File: config.mk
export PLATFORM = sky130hd
export DESIGN_NAME = adventure_room_ctrl
export DESIGN_NICKNAME = d
export VERILOG_FILES = /design/src/rtl/adventure_pkg.sv /design/src/rtl/dir_strobe.sv /design/src/rtl/adventure_room_ctrl.sv
export SDC_FILE = /design/constraint.sdc
export NUM_CORES = 1
export LEC_CHECK = 0
export ABC_CLOCK_PERIOD_IN_PS = 3300
export CAP_MARGIN = 5
export CELL_PAD_IN_SITES_DETAIL_PLACEMENT = 0
export CELL_PAD_IN_SITES_GLOBAL_PLACEMENT = 1
export CORE_MARGIN = 10
export CORE_UTILIZATION = 33
export CTS_CLUSTER_DIAMETER = 50
export DETAILED_ROUTE_END_ITERATION = 10
export GPL_TIMING_DRIVEN = 0
export MAX_ROUTING_LAYER = met4
export PLACE_DENSITY = 0.84
export SLEW_MARGIN = 15
export SYNTH_ARGS = -nofsm -noshare
export SYNTH_HDL_FRONTEND = slang
export SYNTH_SLANG_ARGS = --single-unit
export TNS_END_PERCENT = 1
File: constraint.sdc
create_clock -name clk -period 3.3 [get_ports clk]
set_clock_uncertainty 0.2 [all_clocks]
set_input_delay 0.66 -clock clk [delete_from_list [all_inputs] [get_ports clk]]
set_output_delay 0.66 -clock clk [all_outputs]
set_load 0.05 [all_outputs]
File: src/rtl/adventure_pkg.sv
// Shared types for the adventure room controller: room encoding and move directions.
package adventure_pkg;

    localparam int unsigned NUM_ROOMS = 7;

    typedef enum logic [2:0] {
        RoomCave         = 3'd0,
        RoomTunnel       = 3'd1,
        RoomRiver        = 3'd2,
        RoomSwordStash   = 3'd3,
        RoomDragonDen    = 3'd4,
        RoomVictoryVault = 3'd5,
        RoomGraveyard    = 3'd6
    } room_t;

    typedef enum logic [1:0] {
        DirN = 2'd0,
        DirS = 2'd1,
        DirE = 2'd2,
        DirW = 2'd3
    } dir_t;

endpackage

File: src/rtl/dir_strobe.sv
// One-hot validation and rising-edge detection of the debounced direction buttons.
module dir_strobe
    import adventure_pkg::*;
(
    input  logic clk,
    input  logic reset,
    input  logic n,
    input  logic s,
    input  logic e,
    input  logic w,
    output logic go,
    output dir_t dir
);

    logic held_q;
    logic any_dir;
    logic one_hot;

    assign any_dir = n | s | e | w;
    assign one_hot = ({2'b00, n} + {2'b00, s} + {2'b00, e} + {2'b00, w}) == 3'd1;

    // Multi-hot still counts as held, so it masks the next single-button press.
    always_ff @(posedge clk) begin
        if (reset) begin
            held_q <= 1'b0;
        end else begin
            held_q <= any_dir;
        end
    end

    always_comb begin
        go  = one_hot & ~held_q;
        dir = DirN;
        if (s) dir = DirS;
        if (e) dir = DirE;
        if (w) dir = DirW;
    end

endmodule

File: src/rtl/adventure_room_ctrl.sv
// Room-sequencing controller: room register, saturating move counter and output decode.
module adventure_room_ctrl
    import adventure_pkg::*;
#(
    parameter int unsigned MOVE_W = 8
) (
    input  logic              clk,
    input  logic              reset,
    input  logic              n,
    input  logic              s,
    input  logic              e,
    input  logic              w,
    input  logic              v,
    output logic              in_secret_sword_stash,
    output logic [2:0]        room,
    output logic [6:0]        room_lights,
    output logic              win,
    output logic              dead,
    output logic [MOVE_W-1:0] moves
);

    logic              go;
    dir_t              dir;
    room_t             room_q, room_d;
    logic              move_ok;
    logic [MOVE_W-1:0] moves_q, moves_d;

    dir_strobe u_dir_strobe (
        .clk   (clk),
        .reset (reset),
        .n     (n),
        .s     (s),
        .e     (e),
        .w     (w),
        .go    (go),
        .dir   (dir)
    );

    always_comb begin
        room_d  = room_q;
        move_ok = 1'b0;
        case (room_q)
            RoomCave: begin
                if (go && dir == DirE) begin
                    room_d  = RoomTunnel;
                    move_ok = 1'b1;
                end
            end
            RoomTunnel: begin
                if (go && dir == DirS) begin
                    room_d  = RoomRiver;
                    move_ok = 1'b1;
                end else if (go && dir == DirW) begin
                    room_d  = RoomCave;
                    move_ok = 1'b1;
                end
            end
            RoomRiver: begin
                if (go && dir == DirN) begin
                    room_d  = RoomTunnel;
                    move_ok = 1'b1;
                end else if (go && dir == DirW) begin
                    room_d  = RoomSwordStash;
                    move_ok = 1'b1;
                end else if (go && dir == DirE) begin
                    room_d  = RoomDragonDen;
                    move_ok = 1'b1;
                end
            end
            RoomSwordStash: begin
                if (go && dir == DirE) begin
                    room_d  = RoomRiver;
                    move_ok = 1'b1;
                end
            end
            // Den resolves on its own; that exit is not a player move.
            RoomDragonDen:    room_d = v ? RoomVictoryVault : RoomGraveyard;
            RoomVictoryVault: room_d = RoomVictoryVault;
            RoomGraveyard:    room_d = RoomGraveyard;
            default:          room_d = RoomCave;
        endcase
    end

    always_comb begin
        moves_d = moves_q;
        if (move_ok && moves_q != {MOVE_W{1'b1}}) begin
            moves_d = moves_q + 1'b1;
        end
    end

    always_ff @(posedge clk) begin
        if (reset) begin
            room_q  <= RoomCave;
            moves_q <= '0;
        end else begin
            room_q  <= room_d;
            moves_q <= moves_d;
        end
    end

    always_comb begin
        room                  = room_q;
        room_lights           = 7'b0000001 << room_q;
        in_secret_sword_stash = room_q == RoomSwordStash;
        win                   = room_q == RoomVictoryVault;
        dead                  = room_q == RoomGraveyard;
        moves                 = moves_q;
    end

endmodule

Figure 1. Signal metal coverage by tile.
The bar under the picture is 20 µm long. The die is cut into 14 by 14 equal tiles; dark blue is low, red is high, scaled to the fullest tile. Values are wire area over tile area, all layers added.
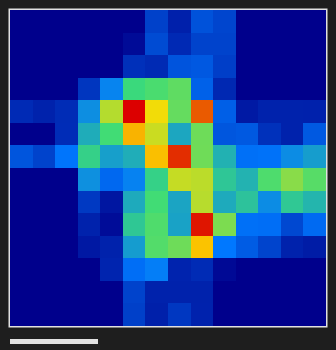
emptiest ninth of the die: lower left
densest ninth of the die: center
tiles over half the peak: 14%
fullest tile: 0.39
nearly empty tiles: 40%

Figure 2. M1 wires.
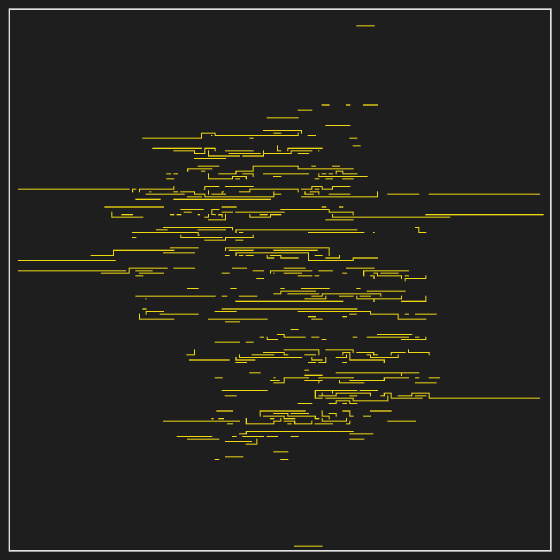
longest straight run: 17.9 µm
wire length on this layer: 1050 µm
share of all routed wire: 45%
nets with wire on the layer: 135
main direction: horizontal

Figure 3. Placement by cell class.
Fill, decap, tap and diode cells in gray.
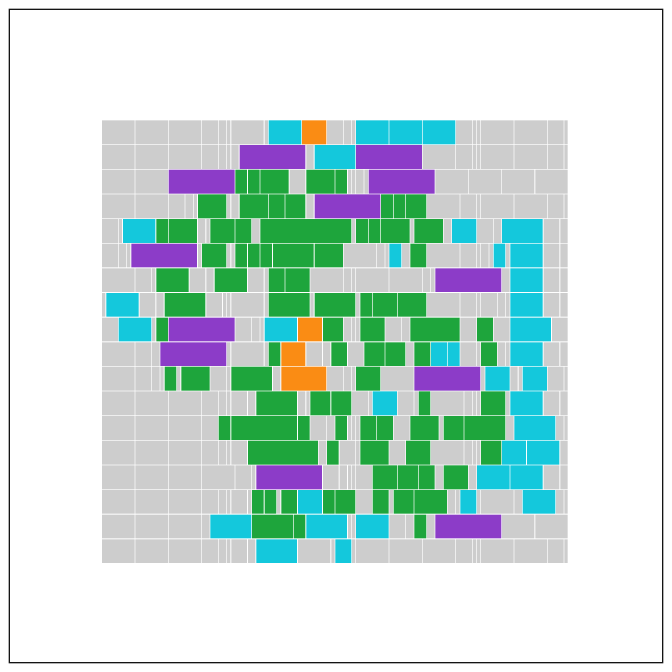
legend:
  green:
    class: remaining logic cells
    cells: 87
    share_of_their_area: 51%
  cyan:
    class: remaining buffers and delay cells
    cells: 37
    share_of_their_area: 27%
  orange:
    class: clock drivers and dummy loads
    cells: 4
    share_of_their_area: 2.9%
  purple:
    class: sequential cells
    cells: 12
    share_of_their_area: 19%

Figure 4. Signal wires on met3.
The bar under the picture is 20 µm long.
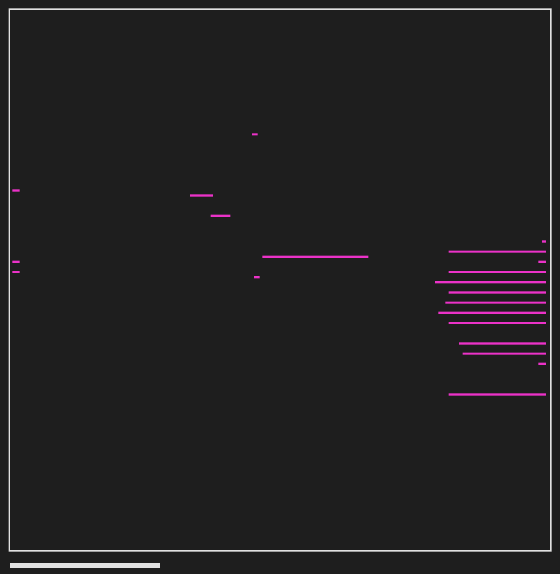
main direction: horizontal
wire length on this layer: 150 µm
longest straight run: 14.5 µm
share of all routed wire: 6.4%
nets with wire on the layer: 20

==> job_summary.md <==
### Metrics collected by this job

| Metric | Value |
|---|---|
| Status | finished clean |
| Clock Path Buffers | 2 |
| Via/cell ratio | between 5 and 6 |
| FFs w/ async S/R, synth | 0 |
| Slowest CP cell | clkdlybuf4s50_1 |
| GR Overflow Total | 0 |
| Clock sinks | 12 |
| Synth flops | 12 |
| Horiz. Die Dim | around 72 µm |
| Pwr Density | roughly 260 nW/µm² |
| Flop2flop setup slack | between 1 and 1.5 ns |
| WS Path Type | register to output port |
| CP startpoint kind | register |
| Synth warn | 0 |
| Main logic family | simple AND/OR/NAND/NOR gates |
| Post-synthesis cell count | around 110 |
| First-pass detailed-route iteration total | 4 |
| Gpl congestion | approximately 0.8 |
| CTS Root Cell | clkbuf_4 |
| Distinct lib cells | ~41 |
| Yosys synthesis chip area | 892.1 µm² |
| Number of diodes | 0 |
| Final Hold Violation Tally | 0 |
| R2r startpoint | room[1] |
| Crit path max fanout | 10 |
| VDD IR max | around 0.22 mV |
| H-Tree Depth | 1 |
| Std cell rows | 18 |
| Clk_lat worst skew | ~0.28 ns |
| Final nets | between 150 and 200 |
| Period utilization | 0.9342 |
| EDFF count, synth | 0 |
| Final Routed Wirelength | roughly 2300 µm |
| Actual slew at the worst max-slew pin | ~0.64 ns |
| Slowest stage delay, CP | 0.79 ns |
| Max-slew violation count | 0 |
| Tool warnings | 27 |
| Crit path capture type | output port |
| Mux area share | 0.02244 |
| Fin Hold WS | roughly 0.36 ns |
| Post-cts hold-fix buffer tally | 0 |
| Share of cells above drive strength 1 | 0.1714 |
| Cells on worst reg2reg path | 6 |
| DPL Wire Length | roughly 1800 µm |
| Antenna viol nets, final | 0 |
| WP data required | between 2 and 2.5 ns |
| Final core occ | 0.5079 |
| GR Util All Layers | 0.09148 |
| Cell area after layout | 1281 µm² |
| Number of global-route vias before repair | between 800 and 900 |
| FF-to-FF End | moves[2] |
| Leak | 0.5441 nW |
| # DRC | 0 |
| Syn avg cell area | approximately 8.3 µm² |
| Critical Path End | room_lights[3] |
| CTS buffer count | 3 |
| Setup violators final | 0 |
| Slew Limit Headroom | 0.5717 |
| Die height | ~72 µm |
| Nets at Floorplan | about 120 |
| Hold Path Class | register to register |
| IO Port Bufs | 26 |
| Die Size | between 5000 and 6000 µm² |
| Total Power | about 340 µW |
| Initial Util | 0.3537 |
| Mapped cell area | slightly below 900 µm² |
| Compound Share, Synth | 0.2258 |
| 1st-iter DRT viols | between 40 and 50 |
==> worst max-delay path: cells and delay by family (launching register included) <==
kind / cells / cell delay (ns)
buf+inv: 4 / 1.40
flops: 1 / 0.33
simple gates: 1 / 0.21
==> registers in the layout, indices dropped and copies added, names as in the netlist <==
register	count
moves	8
room	3
u_dir_strobe.held_q	1
==> layer usage <==
layer | global-route usage | up-vias | routed length, µm
met1 | 0.1047 | 395 | 1054
li1 | - | 448 | -
met2 | 0.1431 | 24 | 1103
met3 | 0.02177 | 2 | 149
met4 | 0.05161 | 0 | 19
met5 | - | - | 0
==> through the flow <==
step	setup WS, ns	instances
after floorplan	0.1107	108
after global placement	-0.5036	164
after detailed placement	-0.5768	164
after CTS	0.01623	170
after global routing	0.05925	170
final	0.2172	170
==> report_power, final <==
part	internal (mW)	switching (mW)
combinational	0.0274	0.0399
clock	0.0671	0.0551
sequential	0.147	0.00192
==> final cells by class <==
type / count / area [µm²]
clock buffers: 4 / 36.28
repair buffers: 28 / 290.3
flip-flops and latches: 12 / 240.2
multi-input cells: 78 / 594.3
inverters: 9 / 33.78
well taps: 30 / 37.54
fillers: 257 / 1241
plain buffers: 9 / 48.80
==> cells by family (layout without fill, tap and decap cells) <==
| family | after synthesis | in the layout |
|---|---|---|
| flops | 12 | 12 |
| xor+xnor | 6 | 6 |
| fa+ha+maj | 5 | 5 |
| simple gates | 40 | 40 |
| compound gates | 25 | 25 |
| mux | 2 | 2 |
| buf+inv | 18 | 50 |
==> how the worst min path moves through the flow <==
stage	from	endpoint	slack [ns]	cells after the start
3_3_place_gp	moves[1]	moves[1]	0.34	2
4_1_cts	moves[1]	moves[1]	0.37	2
2_1_floorplan	u_dir_strobe.held_q	room[0]	0.45	4
6_report	moves[1]	moves[1]	0.36	2
3_5_place_dp	moves[1]	moves[1]	0.35	2
5_1_grt	moves[1]	moves[1]	0.41	2
==> repair_timing <==
action	CTS	global route
buffers inserted	2	0
pin swaps	2	2
resized	2	9
endpoints found under the setup margin	11	16
==> synth_stat cells, types with 3 or more instances <==
cell type,instances,area (µm²)
a21oi_1,3,15.01
ha_1,4,50.05
inv_1,9,33.78
nor2b_1,4,25.02
nor2_1,14,52.55
nor3b_1,3,22.52
nand3_1,5,25.02
dfxtp_1,12,240.2
clkbuf_1,3,11.26
a211oi_1,3,22.52
xnor2_1,6,52.55
o21ai_0,3,15.01
buf_4,3,22.52
nand2b_1,3,18.77
==> layout by cell type, fill, tap and decap left out, types with 3 or more instances in the layout <==
cell and instances:
a211oi_1 3, buf_4 6, clkbuf_1 3, clkbuf_4 3, clkdlybuf4s50_1 18, dfxtp_1 12, dlymetal6s2s_1 7, ha_1 4
inv_1 9, nand2b_1 3, nand3_1 5, nor2_1 14, nor2b_1 4, o21ai_0 3, xnor2_1 6
No activity file was given, so power comes from the tool's default toggle rates.
